==> images/layer_met1.png <==
(4 px per um) Supply wires on this layer in gray.
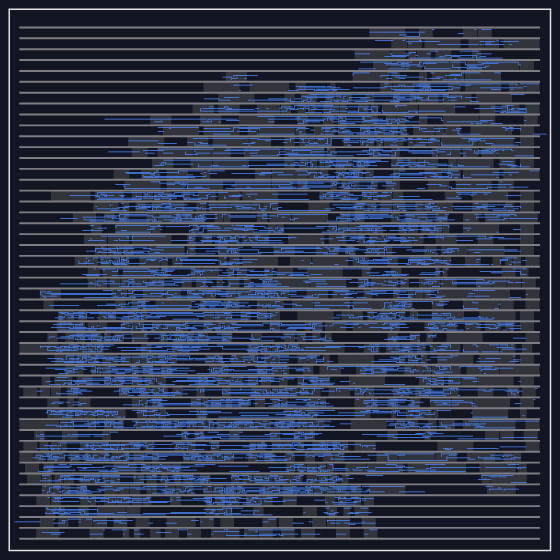
==> images/layer_met2.png <==
(4 px per um)
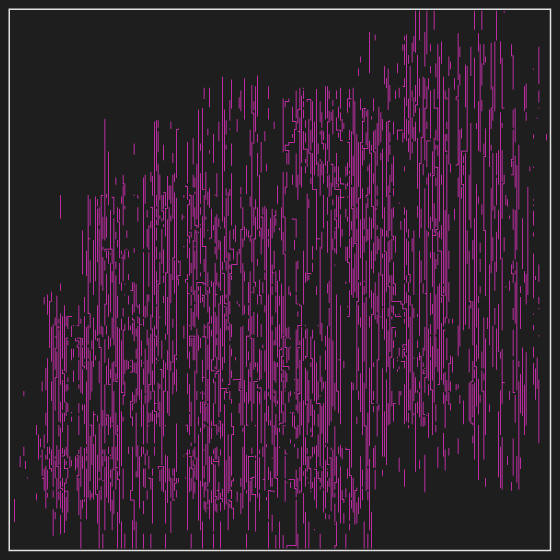
==> images/layer_met3.png <==
(4 px per um)
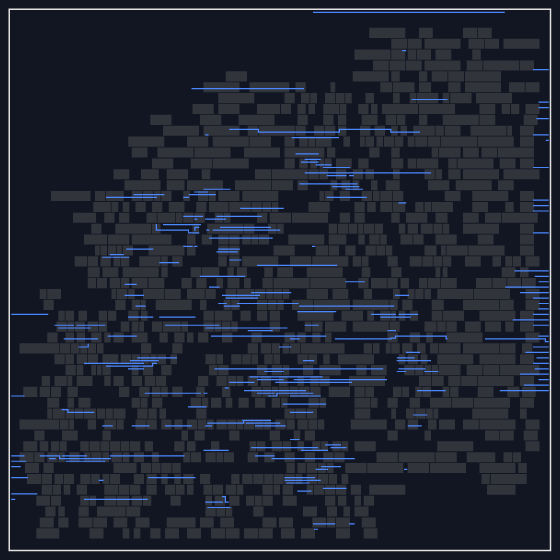
==> config.mk <==
export PLATFORM = sky130hd
export DESIGN_NAME = pipelined_barrel_shifter
export DESIGN_NICKNAME = d
export VERILOG_FILES = /design/src/rtl/barrel_shifter_pkg.sv /design/src/rtl/barrel_shift_level.sv /design/src/rtl/pipelined_barrel_shifter.sv
export SDC_FILE = /design/constraint.sdc
export NUM_CORES = 1
export LEC_CHECK = 0
export ABC_CLOCK_PERIOD_IN_PS = 4300
export CAP_MARGIN = 40
export CORE_MARGIN = 2
export CORE_UTILIZATION = 47
export DETAILED_ROUTE_END_ITERATION = 16
export GPL_ROUTABILITY_DRIVEN = 0
export PLACE_DENSITY = 0.68
export SYNTH_ARGS = -nofsm -noshare
export SYNTH_HDL_FRONTEND = slang
export SYNTH_HIERARCHICAL = 1
export SYNTH_SLANG_ARGS = --single-unit
==> constraint.sdc <==
create_clock -name CLK -period 4.3 [get_ports CLK]
set_clock_uncertainty 0.2 [all_clocks]
set_input_delay 0.645 -clock CLK [delete_from_list [all_inputs] [get_ports CLK]]
set_output_delay 0.645 -clock CLK [all_outputs]
set_load 0.05 [all_outputs]
==> metrics.yaml <==
peakVddDrop_mv: 0.4018
dieWidth_um: 134.9
seq_power_share: 0.264
fin_setup_tns_ns: 0
clk_pin_slew_ns: 0.05
power-top-group: "combinational logic"
holdWs_ns: 0.06392
fin_cells: 1131
tool_warnings: 26
cts_tree: "built"
cpLargestDelayFamily: "buffers and inverters"
netlist.area_leader.share: 0.2206
syn2layout_area_growth_pct: 11.29
grt_pass1_wl_um: 38120
nets: 953
placed_area_mm2: 0.008680
logic_area_mm2: 0.005520
rrSetupSlack_ns: 0.96
lay_top_cells: "a21oi_1, a31oi_1, o211ai_1, nand3b_1, clkdlybuf4s50_1"
routed.top_layer: "met4"
sh_comb_area: 0.6158
dieArea_mm2: 0.01820
slew_headroom: 0.4307
critical_path_arrival_ns: 3.37
cts_hold_buf: 0
htree_levels: 3
ys_cells: 906
power.internal_mw: 2.432
finalSetupViolations: 0
grt_use_total: 0.2551
core_mm2: 0.01664
start_kind: "input pin"
yosysUniqueCellTypes: 53
clock_path_buffers: 2
drive_gt1_frac: 0.1888
post-place-ws_ns: 0.6609
ys_area_mm2: 0.008055
top_cells_by_area: "dfrtp_1, o211ai_1, nand3b_1"
status: "finished clean"
Back to the opening pictures, layer_met1.png:
longest straight run: 54.3 um
nets with wire on the layer: 854
wire length on this layer: 10300 um
met1 Usage GRT: 0.3690
drt total wl: 23140 um

Back to the opening pictures, layer_met2.png:
wire length on this layer: 10900 um
nets with wire on the layer: 775
DR vias: 7647
met2 Use GR: 0.4002

Back to the opening pictures, layer_met3.png:
share of all routed wire: 6.3%
wire length on this layer: 1450 um
longest straight run: 47.6 um
main direction: horizontal
nets with wire on the layer: 138
GR Util met3: 0.03491

Power is estimated from default activity; no workload was simulated.
